==> config.mk <==
export PLATFORM = sky130hd
export DESIGN_NAME = bullet_pool
export DESIGN_NICKNAME = d
export VERILOG_FILES = /design/src/rtl/bullet_pool_pkg.sv /design/src/rtl/bullet_pool_slot.sv /design/src/rtl/bullet_pool.sv
export SDC_FILE = /design/constraint.sdc
export NUM_CORES = 1
export LEC_CHECK = 0
export CAP_MARGIN = 25
export CORE_UTILIZATION = 35
export CTS_CLUSTER_DIAMETER = 150
export DETAILED_ROUTE_END_ITERATION = 8
export GPL_TIMING_DRIVEN = 1
export PLACE_DENSITY = 0.6
export SYNTH_ARGS = -nofsm -noshare
export SYNTH_HDL_FRONTEND = slang
export SYNTH_SLANG_ARGS = --single-unit
export TNS_END_PERCENT = 1
==> constraint.sdc <==
create_clock -name clk -period 4.32 [get_ports clk]
set_input_delay 0.864 -clock clk [delete_from_list [all_inputs] [get_ports clk]]
set_output_delay 0.864 -clock clk [all_outputs]
set_load 0.05 [all_outputs]
==> src/rtl/bullet_pool_pkg.sv <==
`default_nettype none
// ============================================================================
// Module   : GamePkg
// Brief    : Shared game geometry constants (half-extents, map bounds, speed)
//            and the coordinate widths used by the bullet pool.
// Revision : 1.0 - initial release
// ============================================================================
package GamePkg;

  // Half-widths / half-heights in pixels, measured from an object's centre.
  localparam int BULLET_X       = 2;
  localparam int BULLET_Y       = 2;
  localparam int PLAYER_X       = 8;
  localparam int PLAYER_Y       = 16;
  localparam int SQUAT_PLAYER_Y = 8;

  // Playfield half-width; x runs from -MAP_X to +MAP_X.
  localparam int MAP_X          = 320;

  // Default bullet speed in pixels per frame tick.
  localparam int BULLET_STEP_X  = 4;

  // Signed coordinate widths.
  localparam int XW = 11;
  localparam int YW = 10;

endpackage
`default_nettype wire

==> src/rtl/bullet_pool_slot.sv <==
`default_nettype none
// ============================================================================
// Module   : bullet_slot
// Brief    : One bullet: position/alive state, per-tick move, target hit test
//            and off-map kill. Hit test runs on the moved position.
// Revision : 1.0 - initial release
// ============================================================================
module bullet_slot
  import GamePkg::*;
#(
  parameter int DIR    = -1,
  parameter int STEP_X = BULLET_STEP_X
) (
  input  logic                 clk,
  input  logic                 rst_n,
  input  logic                 tick,
  input  logic                 spawn,
  input  logic signed [XW-1:0] spawn_x,
  input  logic signed [YW-1:0] spawn_y,
  input  logic signed [XW-1:0] x_target,
  input  logic signed [YW-1:0] y_target,
  input  logic                 target_squat,
  output logic signed [XW-1:0] x,
  output logic signed [YW-1:0] y,
  output logic                 alive,
  output logic                 hit
);

  // 12-bit signed working precision keeps every difference in range.
  localparam logic signed [11:0] DELTA     = 12'(DIR * STEP_X);
  localparam logic signed [11:0] HIT_X     = 12'(PLAYER_X + BULLET_X);
  localparam logic signed [11:0] HIT_Y     = 12'(PLAYER_Y + BULLET_Y);
  localparam logic signed [11:0] HIT_Y_SQ  = 12'(SQUAT_PLAYER_Y + BULLET_Y);
  localparam logic signed [11:0] LEFT_LIM  = 12'(BULLET_X - MAP_X);
  localparam logic signed [11:0] RIGHT_LIM = 12'(MAP_X - BULLET_X);

  logic signed [11:0] nx;
  logic signed [11:0] dx;
  logic signed [11:0] dy;
  logic signed [11:0] adx;
  logic signed [11:0] ady;
  logic signed [11:0] reach_y;
  logic               off_map;

  // Next position, distances to target, and the hit / off-map decisions.
  always_comb begin
    nx      = {x[XW-1], x} + DELTA;
    dx      = nx - {x_target[XW-1], x_target};
    dy      = {{(12-YW){y[YW-1]}}, y} - {{(12-YW){y_target[YW-1]}}, y_target};
    adx     = dx[11] ? -dx : dx;
    ady     = dy[11] ? -dy : dy;
    reach_y = target_squat ? HIT_Y_SQ : HIT_Y;
    off_map = (nx < LEFT_LIM) || (nx > RIGHT_LIM);
    hit     = tick && alive && (adx < HIT_X) && (ady < reach_y);
  end

  // Slot state: spawn loads a fresh bullet (no move that tick), otherwise an
  // alive bullet advances and dies on hit or on leaving the map.
  always_ff @(posedge clk or negedge rst_n) begin
    if (!rst_n) begin
      x     <= '0;
      y     <= '0;
      alive <= 1'b0;
    end else if (tick) begin
      if (spawn) begin
        x     <= spawn_x;
        y     <= spawn_y;
        alive <= 1'b1;
      end else if (alive) begin
        x     <= nx[XW-1:0];
        alive <= !(hit || off_map);
      end
    end
  end

endmodule
`default_nettype wire

==> src/rtl/bullet_pool.sv <==
`default_nettype none
// ============================================================================
// Module   : bullet_pool
// Brief    : Pool of NUM_SLOTS bullets with fire cooldown, lowest-free-slot
//            allocation, and aggregated hit pulse / saturating hit counter.
// Revision : 1.0 - initial release
// ============================================================================
module bullet_pool
  import GamePkg::*;
#(
  parameter int NUM_SLOTS = 4,
  parameter int DIR       = -1,
  parameter int STEP_X    = BULLET_STEP_X,
  parameter int COOLDOWN  = 8
) (
  input  logic                           clk,
  input  logic                           rst_n,
  input  logic                           tick,
  input  logic                           fire,
  input  logic                           defend,
  input  logic signed [XW-1:0]           xShooter,
  input  logic signed [YW-1:0]           yShooter,
  input  logic signed [XW-1:0]           xTarget,
  input  logic signed [YW-1:0]           yTarget,
  input  logic                           targetSquat,
  output logic        [NUM_SLOTS*XW-1:0] x,
  output logic        [NUM_SLOTS*YW-1:0] y,
  output logic        [NUM_SLOTS-1:0]    alive,
  output logic                           full,
  output logic                           hit,
  output logic        [7:0]              hitCount
);

  localparam logic signed [11:0] SPAWN_OFF = 12'(DIR * (PLAYER_X + BULLET_X));

  logic [7:0]           cooldown;
  logic                 accept;
  logic [NUM_SLOTS-1:0] spawn;
  logic [NUM_SLOTS-1:0] slot_hit;
  logic signed [11:0]   spawn_x;
  logic                 found;

  assign full = &alive;

  // Accept a shot and steer it to the lowest slot that is dead right now;
  // slots freed during this tick are still alive here, so never reused.
  always_comb begin
    accept  = tick && fire && !defend && (cooldown == 8'd0) && !full;
    spawn_x = {xShooter[XW-1], xShooter} + SPAWN_OFF;
    spawn   = '0;
    found   = 1'b0;
    for (int i = 0; i < NUM_SLOTS; i++) begin
      if (!alive[i] && !found) begin
        spawn[i] = accept;
        found    = 1'b1;
      end
    end
  end

  generate
    for (genvar g = 0; g < NUM_SLOTS; g++) begin : g_slot
      bullet_slot #(
        .DIR    (DIR),
        .STEP_X (STEP_X)
      ) u_slot (
        .clk          (clk),
        .rst_n        (rst_n),
        .tick         (tick),
        .spawn        (spawn[g]),
        .spawn_x      (spawn_x[XW-1:0]),
        .spawn_y      (yShooter),
        .x_target     (xTarget),
        .y_target     (yTarget),
        .target_squat (targetSquat),
        .x            (x[g*XW +: XW]),
        .y            (y[g*YW +: YW]),
        .alive        (alive[g]),
        .hit          (slot_hit[g])
      );
    end
  endgenerate

  // Cooldown reloads on an accepted shot, otherwise counts down per tick.
  always_ff @(posedge clk or negedge rst_n) begin
    if (!rst_n) begin
      cooldown <= 8'd0;
    end else if (accept) begin
      cooldown <= 8'(COOLDOWN);
    end else if (tick && (cooldown != 8'd0)) begin
      cooldown <= cooldown - 8'd1;
    end
  end

  // One hit pulse per tick with any hits; counter saturates at 255.
  always_ff @(posedge clk or negedge rst_n) begin
    if (!rst_n) begin
      hit      <= 1'b0;
      hitCount <= 8'd0;
    end else begin
      hit <= tick && (|slot_hit);
      if (tick && (|slot_hit) && (hitCount != 8'hFF)) begin
        hitCount <= hitCount + 8'd1;
      end
    end
  end

endmodule
`default_nettype wire

### Cells by drive strength

The bar under the picture is 50 µm long.
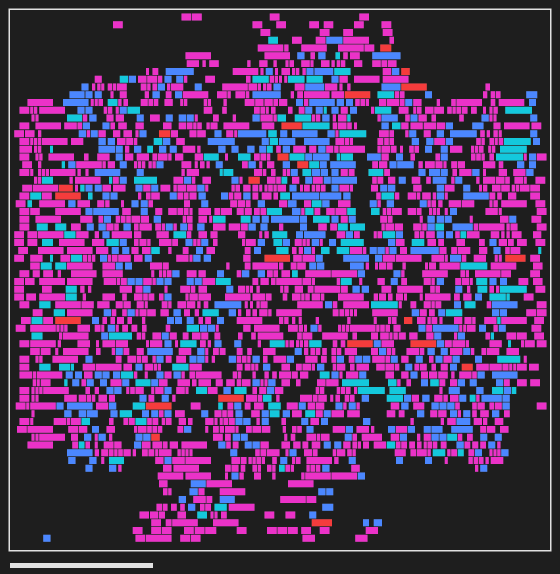
colour	size	cells	share
magenta	drive 1 or less	1,449	70%
cyan	drive 2	147	7.1%
blue	drive 3 to 4	449	22%
red	drive 6 and up	22	1.1%

### M4 wires

The bar under the picture is 50 µm long.
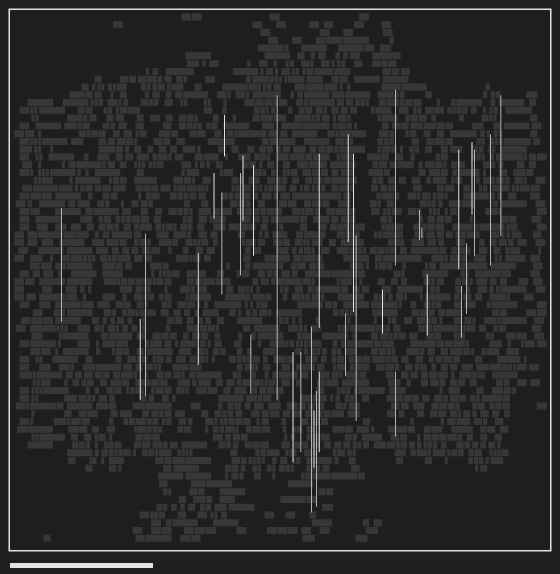
wire length on this layer	1,280 µm
share of all routed wire	2.9%
main direction	vertical
nets with wire on the layer	32
longest straight run	106 µm

==> results.toml <==
# generated from flow reports
[layout]
antenna_cells = 0
layout_top_cell = "buf_4"
syn2layout_area_growth_pct = 49.66
most-common-layout-cells = "buf_4 (386), nand2_1 (180), clkdlybuf4s50_1 (133)"
drive_above_1_share_pct = 29.90
nNetsFinal = 2236

[route]
via_per_inst = 5.358
dr.pass1.iters = 6
totalWireLength_um = 43980
drc = 0

[yosys]
syn_inst = 1566
synthesis.area_um2 = 12210
yosysChipArea_um2 = 12210
yosys_warnings = 0
syn_avg_cell_area_um2 = 7.794
numSynthFlops = 105
ys.flop_type = "dfrtp_1"
ys_cells = 1566

[sta]
final_max_slew_viol_count = 0
setup_viol = 2
setup_ws_ns = -0.07192
max_slew_margin_pct = 33.90
finalCritPeriodShare_pct = 101.7
rsz0062_at_grt = "yes"
tns_ns = -0.08774
fmax_ghz = 0.2277
post-route-min-period_ns = 4.392

[min_path]
hp-start = "hitCount[5]"
whs_endpoint = "hitCount[5]"
whs_path_depth = 1

[critical_path]
cp_num_cells = 16
critPathMaxStageDelay_ns = 0.52
cp_top_family = "simple AND/OR/NAND/NOR gates"
r2r_start = "g_slot[3].u_slot.x[3]"
crit_required_ns = 4.59
rrSetupSlack_ns = -0.07
cp-end-kind = "register"
startpoint_type = "register"
ff2ff_path_depth = 16
r2r-end = "hitCount[1]"
path_buffers = 1

[clock_tree]
cts-buffers-inserted = 9
h-tree-depth = 3
tritoncts = "yes"
insertion_delay_ns = 0.38
clk_path_buf_depth = 2
clock-root-buffer = "clkbuf_16"

[status]
outcome = "finished, violations left"
violations = "negative setup slack"

[floorplan]
die_h_um = 188.7
core_area_um2 = 34460
initCoreUtil_pct = 35.42
rows = 68
ios = 146

[grt]
overflow = 0
grt.total_usage_pct = 24.05

[placed_design]
pre_cts_ws_ns = -0.8448

[power_and_ir_drop]
cellLeakagePower_nw = 8.327
power_density_nw_per_um2 = 399.6
## metrics by stage
stage          utilization, %  area (µm²)  cells
6_report                53.01       18270   2522
5_1_grt                 53.01       18270   2522
4_1_cts                 51.45       17730   2512
3_5_place_dp            49.14       16930   2484
3_3_place_gp            49.14       16930   2484
2_1_floorplan               -       12320   1566
## cell type report
| cell class | count | area, µm² |
|---|---|---|
| clock buffer | 11 | 242.7 |
| clock inverter | 5 | 36.28 |
| fill | 3217 | 16190 |
| inverter | 98 | 382.9 |
| multi-input combinational | 1309 | 9933 |
| sequential | 105 | 2641 |
| tap | 455 | 569.3 |
| timing repair buffer | 539 | 4461 |
## how the worst max path moves through the flow
stage                          start          end
2_1_floorplan             yTarget[1]  hitCount[1]
3_3_place_gp              yTarget[1]  hitCount[1]
3_5_place_dp              yTarget[1]  hitCount[1]
4_1_cts        g_slot[2].u_slot.x[7]  hitCount[1]
5_1_grt        g_slot[3].u_slot.x[3]  hitCount[1]
6_report       g_slot[3].u_slot.x[3]  hitCount[1]
## power breakdown
| part | switching (mW) | internal (mW) |
|---|---|---|
| clock network | 0.425 | 0.413 |
| registers | 0.141 | 1.10 |
| logic | 2.72 | 2.50 |
## registers in the layout, indices dropped and copies added (netlist names)
register and count:
hitCount 8, cooldown 8, g_slot.u_slot.x 44, hit 1, g_slot.u_slot.alive 4, g_slot.u_slot.y 40
## timing repair
action | CTS | global route
pin swaps | 37 | 60
endpoints found under the setup margin | 11 | 12
buffers inserted | 12 | 10
resized | 88 | 104
## logic make-up after synthesis
| family | synth area share [%] |
|---|---|
| buffers and inverters | 4.818 |
| flip-flops | 21.53 |
| AND-OR/OR-AND | 23.92 |
| adder cells (fa/ha/maj) | 13.41 |
| XOR/XNOR | 9.595 |
| multiplexers | 3.475 |
| AND/OR/NAND/NOR | 23.26 |
## Yosys cell counts, types with 26 or more instances
| master | n | area (µm²) |
|---|---|---|
| inv_1 | 97 | 364.1 |
| dfrtp_1 | 105 | 2628 |
| clkbuf_1 | 48 | 180.2 |
| ha_1 | 118 | 1476 |
| nand2_1 | 180 | 675.7 |
| a21oi_1 | 114 | 570.6 |
| nand3_1 | 44 | 220.2 |
| nor3_1 | 44 | 220.2 |
| xnor2_1 | 76 | 665.6 |
| xor2_1 | 54 | 473.0 |
| a21o_1 | 26 | 195.2 |
| nor2_1 | 125 | 469.2 |
| a211oi_1 | 27 | 202.7 |
| o21ai_0 | 103 | 515.5 |
## routing by layer
metal / vias up / track usage [%] / part of all wire [%]
met5: - / 0 / 0
met4: 0 / 8.158 / 2.9
met3: 79 / 4.079 / 5.6
met2: 407 / 40.16 / 47
met1: 6324 / 31.21 / 45
li1: 6704 / - / -
No activity file was given, so power comes from the tool's default toggle rates.
